[src/rtl/student_fir_seq_if.sv]
// Coefficient-write, sample-input and result-output signals of the sequential FIR.
// Only clock and reset stay outside the interface.
interface student_fir_seq_if #(
    parameter int DATA_W   = 16,
    parameter int COEFF_W  = 16,
    parameter int NUM_TAPS = 8
);
    localparam int TAP_W = $clog2(NUM_TAPS);
    localparam int ACC_W = DATA_W + COEFF_W + TAP_W;

    logic               coeff_we_i;
    logic [TAP_W-1:0]   coeff_addr_i;
    logic [COEFF_W-1:0] coeff_wdata_i;
    logic               sample_valid_i;
    logic               sample_ready_o;
    logic [DATA_W-1:0]  sample_i;
    logic               result_valid_o;
    logic               result_ready_i;
    logic [ACC_W-1:0]   result_o;
    logic               busy_o;

    modport master (
        output coeff_we_i, coeff_addr_i, coeff_wdata_i,
        output sample_valid_i, sample_i, result_ready_i,
        input  sample_ready_o, result_valid_o, result_o, busy_o
    );

    modport slave (
        input  coeff_we_i, coeff_addr_i, coeff_wdata_i,
        input  sample_valid_i, sample_i, result_ready_i,
        output sample_ready_o, result_valid_o, result_o, busy_o
    );
endinterface

[src/rtl/student_fir_seq.sv]
// Sequential FIR: one signed multiply-accumulate per cycle over a NUM_TAPS delay line,
// with a writable coefficient bank and valid/ready handshakes on both sides.
module student_fir_seq #(
    parameter int DATA_W   = 16,
    parameter int COEFF_W  = 16,
    parameter int NUM_TAPS = 8
) (
    input logic               clk_i,
    input logic               rst_ni,
    student_fir_seq_if.slave  bus
);
    localparam int TAP_W  = $clog2(NUM_TAPS);
    localparam int ACC_W  = DATA_W + COEFF_W + TAP_W;
    localparam int PROD_W = DATA_W + COEFF_W;
    localparam int ADDR_W = TAP_W + 1;

    typedef enum logic [1:0] {
        IDLE = 2'd0,
        MAC  = 2'd1,
        OUT  = 2'd2
    } state_t;

    state_t                    state_r;
    state_t                    state_s;
    logic signed [DATA_W-1:0]  x_r [NUM_TAPS];
    logic signed [COEFF_W-1:0] c_r [NUM_TAPS];
    logic signed [ACC_W-1:0]   acc_r;
    logic [TAP_W-1:0]          tap_r;
    logic signed [ACC_W-1:0]   result_r;
    logic                      sample_ready_r;
    logic                      result_valid_r;
    logic                      busy_r;

    logic                      accept_s;
    logic                      take_s;
    logic                      last_tap_s;
    logic                      coeff_wr_s;
    logic signed [PROD_W-1:0]  prod_s;
    logic signed [ACC_W-1:0]   acc_next_s;

    // Next-state decode, handshake qualification and the MAC datapath.
    always_comb begin
        state_s    = state_r;
        accept_s   = 1'b0;
        take_s     = 1'b0;
        coeff_wr_s = 1'b0;
        last_tap_s = (tap_r == TAP_W'(NUM_TAPS - 1));
        prod_s     = PROD_W'(x_r[tap_r]) * PROD_W'(c_r[tap_r]);
        acc_next_s = acc_r + ACC_W'(prod_s);
        case (state_r)
            IDLE: begin
                coeff_wr_s = bus.coeff_we_i &&
                             ({1'b0, bus.coeff_addr_i} < ADDR_W'(NUM_TAPS));
                if (bus.sample_valid_i) begin
                    accept_s = 1'b1;
                    state_s  = MAC;
                end else begin
                    state_s  = IDLE;
                end
            end
            MAC: begin
                if (last_tap_s) begin
                    state_s = OUT;
                end else begin
                    state_s = MAC;
                end
            end
            OUT: begin
                if (bus.result_ready_i) begin
                    take_s  = 1'b1;
                    state_s = IDLE;
                end else begin
                    state_s = OUT;
                end
            end
            default: begin
                state_s = IDLE;
            end
        endcase
    end

    // State, accumulator, tap counter and registered status/result outputs.
    always_ff @(posedge clk_i) begin
        if (!rst_ni) begin
            state_r        <= IDLE;
            acc_r          <= '0;
            tap_r          <= '0;
            result_r       <= '0;
            sample_ready_r <= 1'b1;
            result_valid_r <= 1'b0;
            busy_r         <= 1'b0;
        end else begin
            state_r        <= state_s;
            sample_ready_r <= (state_s == IDLE);
            result_valid_r <= (state_s == OUT);
            busy_r         <= (state_s != IDLE);
            if (accept_s) begin
                acc_r <= '0;
                tap_r <= '0;
            end else if (state_r == MAC) begin
                acc_r <= acc_next_s;
                if (!last_tap_s) begin
                    tap_r <= tap_r + TAP_W'(1);
                end
            end
            // The result register is loaded with the final sum so it is stable through OUT.
            if ((state_r == MAC) && last_tap_s) begin
                result_r <= acc_next_s;
            end else if (take_s) begin
                result_r <= '0;
            end
        end
    end

    // Delay line shifts only on an accepted sample.
    always_ff @(posedge clk_i) begin
        if (!rst_ni) begin
            for (int k = 0; k < NUM_TAPS; k++) begin
                x_r[k] <= '0;
            end
        end else if (accept_s) begin
            for (int k = NUM_TAPS - 1; k > 0; k--) begin
                x_r[k] <= x_r[k-1];
            end
            x_r[0] <= bus.sample_i;
        end
    end

    // Coefficient bank; a write in the accepting cycle lands before the first MAC reads it.
    always_ff @(posedge clk_i) begin
        if (!rst_ni) begin
            for (int k = 0; k < NUM_TAPS; k++) begin
                c_r[k] <= '0;
            end
        end else if (coeff_wr_s) begin
            c_r[bus.coeff_addr_i] <= bus.coeff_wdata_i;
        end
    end

    assign bus.sample_ready_o = sample_ready_r;
    assign bus.result_valid_o = result_valid_r;
    assign bus.result_o       = result_r;
    assign bus.busy_o         = busy_r;

endmodule

[src/flat_wrapper.sv]
// flat-port wrapper written by rule: the top's interface ports become plain ports
module student_fir_seq_flat 
#(
    parameter int DATA_W   = 16,
    parameter int COEFF_W  = 16,
    parameter int NUM_TAPS = 8
)
  (clk_i, rst_ni, bus_coeff_we_i, bus_coeff_addr_i, bus_coeff_wdata_i, bus_sample_valid_i, bus_sample_i, bus_result_ready_i, bus_sample_ready_o, bus_result_valid_o, bus_result_o, bus_busy_o);
  student_fir_seq_if #(.DATA_W(DATA_W), .COEFF_W(COEFF_W), .NUM_TAPS(NUM_TAPS)) bus_i ();
  input logic clk_i;
  input logic rst_ni;
  input wire logic [$bits(bus_i.coeff_we_i)-1:0] bus_coeff_we_i;
  input wire logic [$bits(bus_i.coeff_addr_i)-1:0] bus_coeff_addr_i;
  input wire logic [$bits(bus_i.coeff_wdata_i)-1:0] bus_coeff_wdata_i;
  input wire logic [$bits(bus_i.sample_valid_i)-1:0] bus_sample_valid_i;
  input wire logic [$bits(bus_i.sample_i)-1:0] bus_sample_i;
  input wire logic [$bits(bus_i.result_ready_i)-1:0] bus_result_ready_i;
  output wire logic [$bits(bus_i.sample_ready_o)-1:0] bus_sample_ready_o;
  output wire logic [$bits(bus_i.result_valid_o)-1:0] bus_result_valid_o;
  output wire logic [$bits(bus_i.result_o)-1:0] bus_result_o;
  output wire logic [$bits(bus_i.busy_o)-1:0] bus_busy_o;
  assign bus_i.coeff_we_i = bus_coeff_we_i;
  assign bus_i.coeff_addr_i = bus_coeff_addr_i;
  assign bus_i.coeff_wdata_i = bus_coeff_wdata_i;
  assign bus_i.sample_valid_i = bus_sample_valid_i;
  assign bus_i.sample_i = bus_sample_i;
  assign bus_i.result_ready_i = bus_result_ready_i;
  assign bus_sample_ready_o = bus_i.sample_ready_o;
  assign bus_result_valid_o = bus_i.result_valid_o;
  assign bus_result_o = bus_i.result_o;
  assign bus_busy_o = bus_i.busy_o;
  student_fir_seq #(.DATA_W(DATA_W), .COEFF_W(COEFF_W), .NUM_TAPS(NUM_TAPS)) u_core (.clk_i(clk_i), .rst_ni(rst_ni), .bus(bus_i));
endmodule
[config.mk]
export PLATFORM = sky130hd
export DESIGN_NAME = student_fir_seq_flat
export DESIGN_NICKNAME = d
export VERILOG_FILES = /design/src/rtl/student_fir_seq_if.sv /design/src/rtl/student_fir_seq.sv /design/src/flat_wrapper.sv
export SDC_FILE = /design/constraint.sdc
export NUM_CORES = 1
export LEC_CHECK = 0
export ABC_CLOCK_PERIOD_IN_PS = 17300
export CELL_PAD_IN_SITES_DETAIL_PLACEMENT = 1
export CELL_PAD_IN_SITES_GLOBAL_PLACEMENT = 2
export CORE_ASPECT_RATIO = 0.9
export CORE_MARGIN = 10
export CORE_UTILIZATION = 32
export DETAILED_ROUTE_END_ITERATION = 10
export GPL_TIMING_DRIVEN = 0
export PLACE_DENSITY_LB_ADDON = 0.1
export SLEW_MARGIN = 5
export SYNTH_ARGS = -nofsm -noshare
export SYNTH_HDL_FRONTEND = slang
export SYNTH_SLANG_ARGS = --single-unit
[constraint.sdc]
create_clock -name clk_i -period 17.3 [get_ports clk_i]
set_clock_uncertainty 0.15 [all_clocks]
set_input_delay 4.325 -clock clk_i [delete_from_list [all_inputs] [get_ports clk_i]]
set_output_delay 4.325 -clock clk_i [all_outputs]
set_load 0.02 [all_outputs]
Figure 1. The clock network.
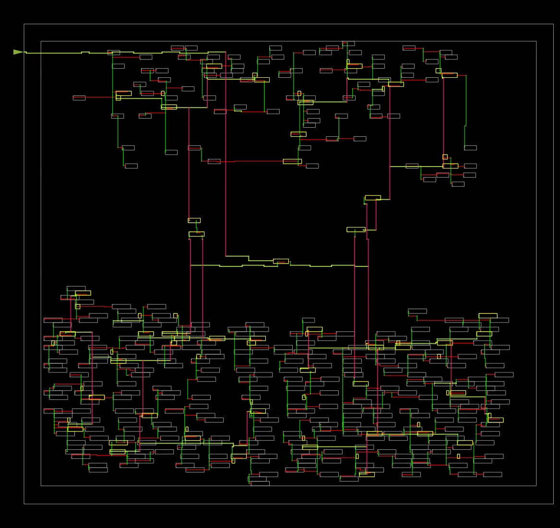
clock-net power: 0.881 mW
clock buffers: 46
clock network latency to the later pin of the worst-skew pair: 0.59 ns

Figure 2. Cell sizes after repair.
(1.5 px per um)
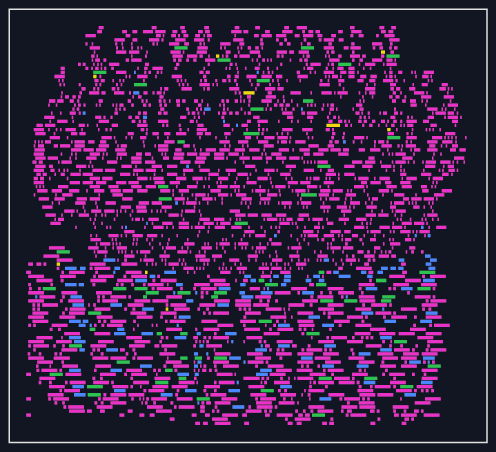
[drive 6 and up] green | cells: 63 | share: 2.6% | most used: clkbuf_16
[drive 3 to 4] yellow | cells: 9 | share: 0.38% | most used: clkinvlp_4
[drive 2] blue | cells: 139 | share: 5.8% | most used: mux4_2
[drive 1 or less] magenta | cells: 2,176 | share: 91% | most used: inv_1
final instance area: 29,200 um2
count of non-CTS buffers in the layout: 176
least setup slack across all paths after layout: 7.28 ns
area grow syn2layout: 14.6%

==> results_dict.tcl <==
# flow metrics
set metrics [dict create \
    final-seq-area_um2 9310 \
    seq-cell-share_pct 31.9 \
    dp_cells 3359 \
    cts_setup_buffers 0 \
    fin_setup_tns_ns 0 \
    fp.coreArea_um2 79200 \
    n_fill_cell 8624 \
    drt-pass1-iter-count 6 \
    warnings 26 \
    reg2reg_slack_ns 7.28 \
    share_seq_of_total_power_pct 19.7 \
    routedWlPerCell_um 22.3 \
    period_minus_slack_ns 10.02 \
    layout.cells.non_filler 3439 \
    leak_pwr_nw 12.4 \
    placement_rows 98 \
    count_of_unique_library_cells_instantiated_by_yosys 57 \
    cts_buffer_depth 3 \
    ff_type "edfxtp_1" \
    critPathTopFamily "adder cells" \
    layout.sequential_cells 337 \
    syn-num-nets 2674 \
    cts_tree "done" \
    ys_sh_xor_pct 1.34 \
    nNetsFinal 2809 \
    grt_use_met1_pct 23.3 \
    max_freq_mhz 99.8 \
    first_global_vias 18994 \
    crit_path_start_kind "flop" \
    cts_repair_resize_count 0 \
    clock_sink_count 337 \
    worst_setup_path_endpoint "u_core.acc_r[31]" \
    num_antenna_cells 2 \
    run_status "completed" \
    fin_total_pwr_mw 4.83 \
    hpwlAfterDp_um 61000 \
    postSynthCellCount 2218 \
    vias_per_cell 4.84 \
    grt.total_usage_pct 17.1 \
    worstPathMaxFanout 10 \
    yosysMostFrequentCell "inv_1" \
    max-slew-margin-rel_pct 6.94 \
    netSwitchingPower_mw 2.28 \
    met3RoutedLength_um 2150 \
    well_tap_count 1050 \
    dr_wl_met2_um 36800 \
    drtAntennaViolNets 0 \
    async_flop_share_pct 0 \
    layout-drive-gt1-share_pct 8.84 \
    final-max-slew-violation-count 0 \
    critical_path_required_ns 17.66 \
    global_route_met3_utilization_pct 1.68 \
    worstRegToRegCells 23 \
    timing.critical_path.buf_inv 6 \
    globalRoute.busiestLayer "met2" \
    drc_violations_left 0 \
    count_of_flip_flops_with_a_built_in_enable_after_synthesis 256 \
    timing.hold.ws_ns 0.306 \
    fa_ha_area_share_pct 29.5 \
    critical_path_arrival_ns 10.38 \
    worst_margin_slew_ns 1.36 \
    synth_area_leader_cell "edfxtp_1" \
    final_hold_viol_count 0 \
    clkSlewWorstSetupHoldPaths_ns 0.06 \
    floorplan.die.width_um 318 \
    critical_path.endpoint_type "flop" \
]
==> cell usage in the layout (no fill, tap or decap), types with 19 or more instances in the layout <==
cell | synthesis | layout
clkdlybuf4s50_1 | 0 | 77
and2_1 | 263 | 263
mux2_2 | 23 | 23
edfxtp_1 | 256 | 256
a21oi_1 | 43 | 43
clkbuf_1 | 62 | 65
clkbuf_16 | 0 | 42
nand3_1 | 24 | 24
ha_1 | 106 | 106
o21ai_0 | 36 | 30
nor2b_1 | 29 | 29
dfxtp_1 | 81 | 81
a22oi_1 | 20 | 20
mux4_2 | 64 | 64
inv_1 | 335 | 335
xnor2_1 | 20 | 20
nand2_1 | 185 | 185
fa_1 | 310 | 310
nor2_1 | 166 | 165
xor2_1 | 19 | 19
Power is estimated from default activity; no workload was simulated.
